`src/rtl/keypad_scan.sv`:
```
// keypad_scan: scans a 4x4 active-low matrix keypad, debounces press and
// release, and issues one key code with a single-cycle strobe per keystroke.
// The FSM holds the row drive on the pressed row from detection until the
// release is accepted, so the same key keeps being observed throughout.
module keypad_scan #(
    parameter int SCAN_DIV = 1000,
    parameter int DEBOUNCE = 20000
) (
    input  logic       clk,
    input  logic       clr,
    input  logic [3:0] col,
    output logic [3:0] row,
    output logic [3:0] key,
    output logic       pressed,
    output logic       held
);

    localparam int DW = $clog2(SCAN_DIV);
    localparam int BW = $clog2(DEBOUNCE);
    localparam logic [DW-1:0] DWELL_LAST = DW'(SCAN_DIV - 1);
    localparam logic [BW-1:0] DEB_LAST   = BW'(DEBOUNCE - 1);

    typedef enum logic [1:0] {
        ST_SCAN,
        ST_DEBOUNCE,
        ST_EMIT,
        ST_RELEASE
    } state_t;

    state_t          state_q, state_d;
    logic [3:0]      sync_q, sync_d;
    logic [3:0]      cs_q, cs_d;
    logic [DW-1:0]   dwell_q, dwell_d;
    logic [BW-1:0]   deb_q, deb_d;
    logic [1:0]      row_idx_q, row_idx_d;
    logic [3:0]      row_q, row_d;
    logic [3:0]      pat_q, pat_d;
    logic [1:0]      col_idx_q, col_idx_d;
    logic [3:0]      key_q, key_d;
    logic            pressed_q, pressed_d;
    logic            held_q, held_d;
    logic [1:0]      next_idx;
    logic [1:0]      low_col;

    // Active-low one-hot-zero drive for a row index.
    function automatic logic [3:0] row_drive(input logic [1:0] idx);
        row_drive = ~(4'b0001 << idx);
    endfunction

    // Next-state logic: synchroniser shift, scan rotation, debounce and release counting.
    always_comb begin
        state_d   = state_q;
        sync_d    = col;
        cs_d      = sync_q;
        dwell_d   = dwell_q;
        deb_d     = deb_q;
        row_idx_d = row_idx_q;
        row_d     = row_q;
        pat_d     = pat_q;
        col_idx_d = col_idx_q;
        key_d     = key_q;
        pressed_d = 1'b0;
        held_d    = held_q;
        next_idx  = row_idx_q + 2'd1;

        // Multiple keys on one row: the lowest column wins.
        if (!cs_q[0])      low_col = 2'd0;
        else if (!cs_q[1]) low_col = 2'd1;
        else if (!cs_q[2]) low_col = 2'd2;
        else               low_col = 2'd3;

        case (state_q)
            ST_SCAN: begin
                if (dwell_q == DWELL_LAST) begin
                    dwell_d = '0;
                    if (cs_q != 4'hF) begin
                        pat_d     = cs_q;
                        col_idx_d = low_col;
                        deb_d     = '0;
                        state_d   = ST_DEBOUNCE;
                    end else begin
                        row_idx_d = next_idx;
                        row_d     = row_drive(next_idx);
                    end
                end else begin
                    dwell_d = dwell_q + DW'(1);
                end
            end
            ST_DEBOUNCE: begin
                if (cs_q == pat_q) begin
                    if (deb_q == DEB_LAST) begin
                        key_d   = {row_idx_q, col_idx_q};
                        state_d = ST_EMIT;
                    end else begin
                        deb_d = deb_q + BW'(1);
                    end
                end else begin
                    // Pattern changed before it was stable long enough: treat as bounce.
                    state_d   = ST_SCAN;
                    row_idx_d = next_idx;
                    row_d     = row_drive(next_idx);
                    dwell_d   = '0;
                end
            end
            ST_EMIT: begin
                pressed_d = 1'b1;
                held_d    = 1'b1;
                deb_d     = '0;
                state_d   = ST_RELEASE;
            end
            ST_RELEASE: begin
                if (cs_q == 4'hF) begin
                    if (deb_q == DEB_LAST) begin
                        held_d    = 1'b0;
                        row_idx_d = 2'd0;
                        row_d     = 4'b1110;
                        dwell_d   = '0;
                        state_d   = ST_SCAN;
                    end else begin
                        deb_d = deb_q + BW'(1);
                    end
                end else begin
                    deb_d = '0;
                end
            end
            default: begin
                state_d = ST_SCAN;
            end
        endcase
    end

    // State and output registers with synchronous active-low clear.
    always_ff @(posedge clk) begin
        if (!clr) begin
            state_q   <= ST_SCAN;
            sync_q    <= 4'hF;
            cs_q      <= 4'hF;
            dwell_q   <= '0;
            deb_q     <= '0;
            row_idx_q <= 2'd0;
            row_q     <= 4'b1110;
            pat_q     <= 4'hF;
            col_idx_q <= 2'd0;
            key_q     <= 4'h0;
            pressed_q <= 1'b0;
            held_q    <= 1'b0;
        end else begin
            state_q   <= state_d;
            sync_q    <= sync_d;
            cs_q      <= cs_d;
            dwell_q   <= dwell_d;
            deb_q     <= deb_d;
            row_idx_q <= row_idx_d;
            row_q     <= row_d;
            pat_q     <= pat_d;
            col_idx_q <= col_idx_d;
            key_q     <= key_d;
            pressed_q <= pressed_d;
            held_q    <= held_d;
        end
    end

    assign row     = row_q;
    assign key     = key_q;
    assign pressed = pressed_q;
    assign held    = held_q;

endmodule
```
`config.mk`:
```
export PLATFORM = sky130hd
export DESIGN_NAME = keypad_scan
export DESIGN_NICKNAME = d
export VERILOG_FILES = /design/src/rtl/keypad_scan.sv
export SDC_FILE = /design/constraint.sdc
export NUM_CORES = 1
export LEC_CHECK = 0
export ABC_AREA = 1
export CORE_ASPECT_RATIO = 1.4
export CORE_MARGIN = 1
export CORE_UTILIZATION = 60
export CTS_BUF_LIST = sky130_fd_sc_hd__clkbuf_4
export DETAILED_ROUTE_END_ITERATION = 8
export GPL_TIMING_DRIVEN = 0
export PLACE_DENSITY = 0.85
export SLEW_MARGIN = 0
export SYNTH_ARGS = -nofsm -noshare
export SYNTH_HDL_FRONTEND = slang
export SYNTH_SLANG_ARGS = --single-unit
```
`constraint.sdc`:
```
create_clock -name clk -period 2.2 [get_ports clk]
set_input_delay 0.22 -clock clk [delete_from_list [all_inputs] [get_ports clk]]
set_output_delay 0.22 -clock clk [all_outputs]
set_load 0.03 [all_outputs]
```
m3.png
Scale bar: 20 um.
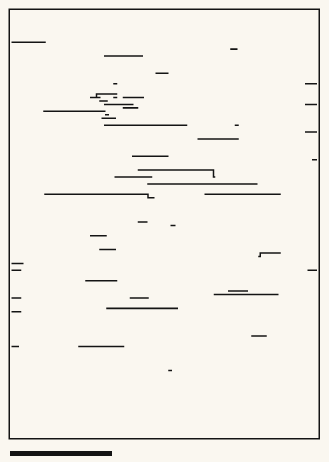
share of all routed wire: 4.2%
wire length on this layer: 245 um
nets with wire on the layer: 34
main direction: horizontal

placed.png
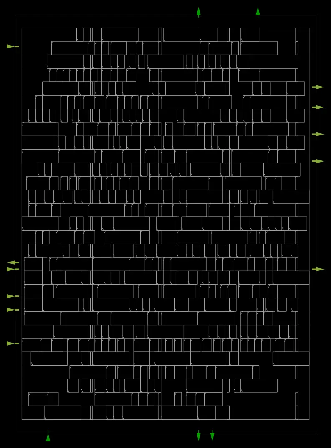
# Taps: 62
# rows: 29
fin cells: 479
Layout Utilization: 0.694
Core ar.: 4570 um2

m4.png
Supply wires on this layer in grey.
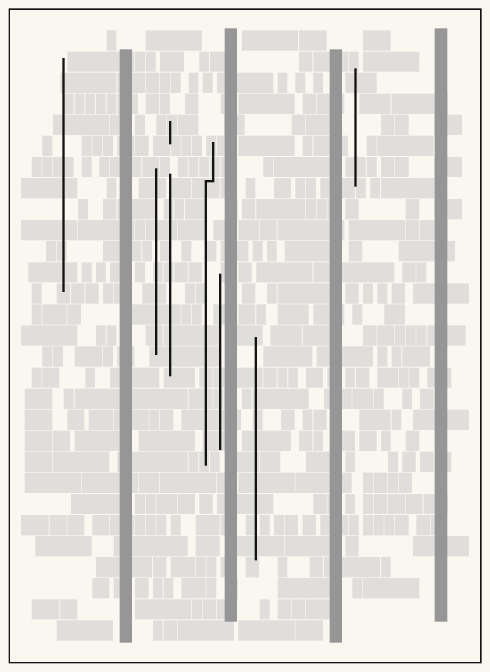
share of all routed wire: 3.2%
longest straight run: 36.6 um

sizing.png
Scale bar: 20 um.
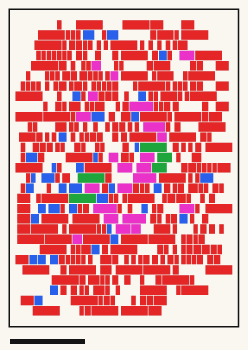
legend:
  x6 and larger:
    colour: green
    cells: 5
  x3 and x4:
    colour: magenta
    cells: 22
    most_used: nor2_4
  x2:
    colour: blue
    cells: 36
    most_used: or2_2
  x1 and smaller:
    colour: red
    cells: 354
    most_used: nand2_1

==> summary.txt <==
yosys + openroad results -> status=complete, no violations, Adders+Majority by Area=0.0259, Tot GR Track Use=0.262, via count=2,585, hold endpoint=cs_d[1], post-synthesis area per instance=7.33 um2, antenna cells=0, YS chip area=2900 um2, hold_ws=404 ps, Hold Fails Final Rpt=0, layout cell share with drive strength beyond 1=0.151, GR Layer Usage met1=0.297, Crit. Startpoint=dwell_q[0], area grow syn2layout=9.55%, antenna viol nets, final=0, crit path max fanout=7, clock tree buffer depth=2, met2 wire length=3080 um, post-synthesis cell type count=38, startpoint types=flip-flop, WL final=5900 um, initial antenna violation count=0, worst r2r src=dwell_q[0], XOR/XNOR Area Share=0.0182, maximum clock rate=522 MHz, P_clk=424 uW, Slew headroom=0.645, Worst Path Required=2460 ps, Compound Share, Synth=0.128, Final Skew=17.9 ps, root buffer cell=clkbuf_4, Hold Path Depth=2, logic share of the area=0.509, routability cong.=0.903, Max Slew Vio Count=0, most frequent logic cell in the layout=nand2_1, CTS clk-pin slew, worst paths=150 ps, I/O Buffers=15, fillcell total=387, Flop pwr share=0.658, total gr overflow=0, Post-Syn Instances=395, Critical Path End Type=flip-flop, ys cells=395, H-tree depth=2, pre-CTS WS=322 ps
-- sequential cells by signal, summed over array words and instances (netlist names), 4 cells and up, named ones only --
| name | flops |
|---|---|
| cs_d | 4 |
| cs_q | 4 |
| deb_q | 15 |
| dwell_q | 10 |
| key | 4 |
| pat_q | 4 |
| row | 4 |
-- synth_stat cells, types with 4 or more instances --
master,count,area (um2)
nand2_1,85,319
dfxtp_1,53,1060
nor2_1,45,169
inv_1,39,146
nand3_1,27,135
a21oi_1,26,130
o21ai_0,17,85.1
o21ai_1,9,45.0
or2_2,9,56.3
nand2_2,8,50.1
nand4_1,8,50.1
ha_1,6,75.1
nor2_4,6,67.6
inv_2,5,18.8
a21oi_2,4,35.0
clkbuf_1,4,15.0
nand2_4,4,45.0
nand3_2,4,40.0
nand3_4,4,70.1
xor2_1,4,35.0
Power and IR drop assume default switching activity.
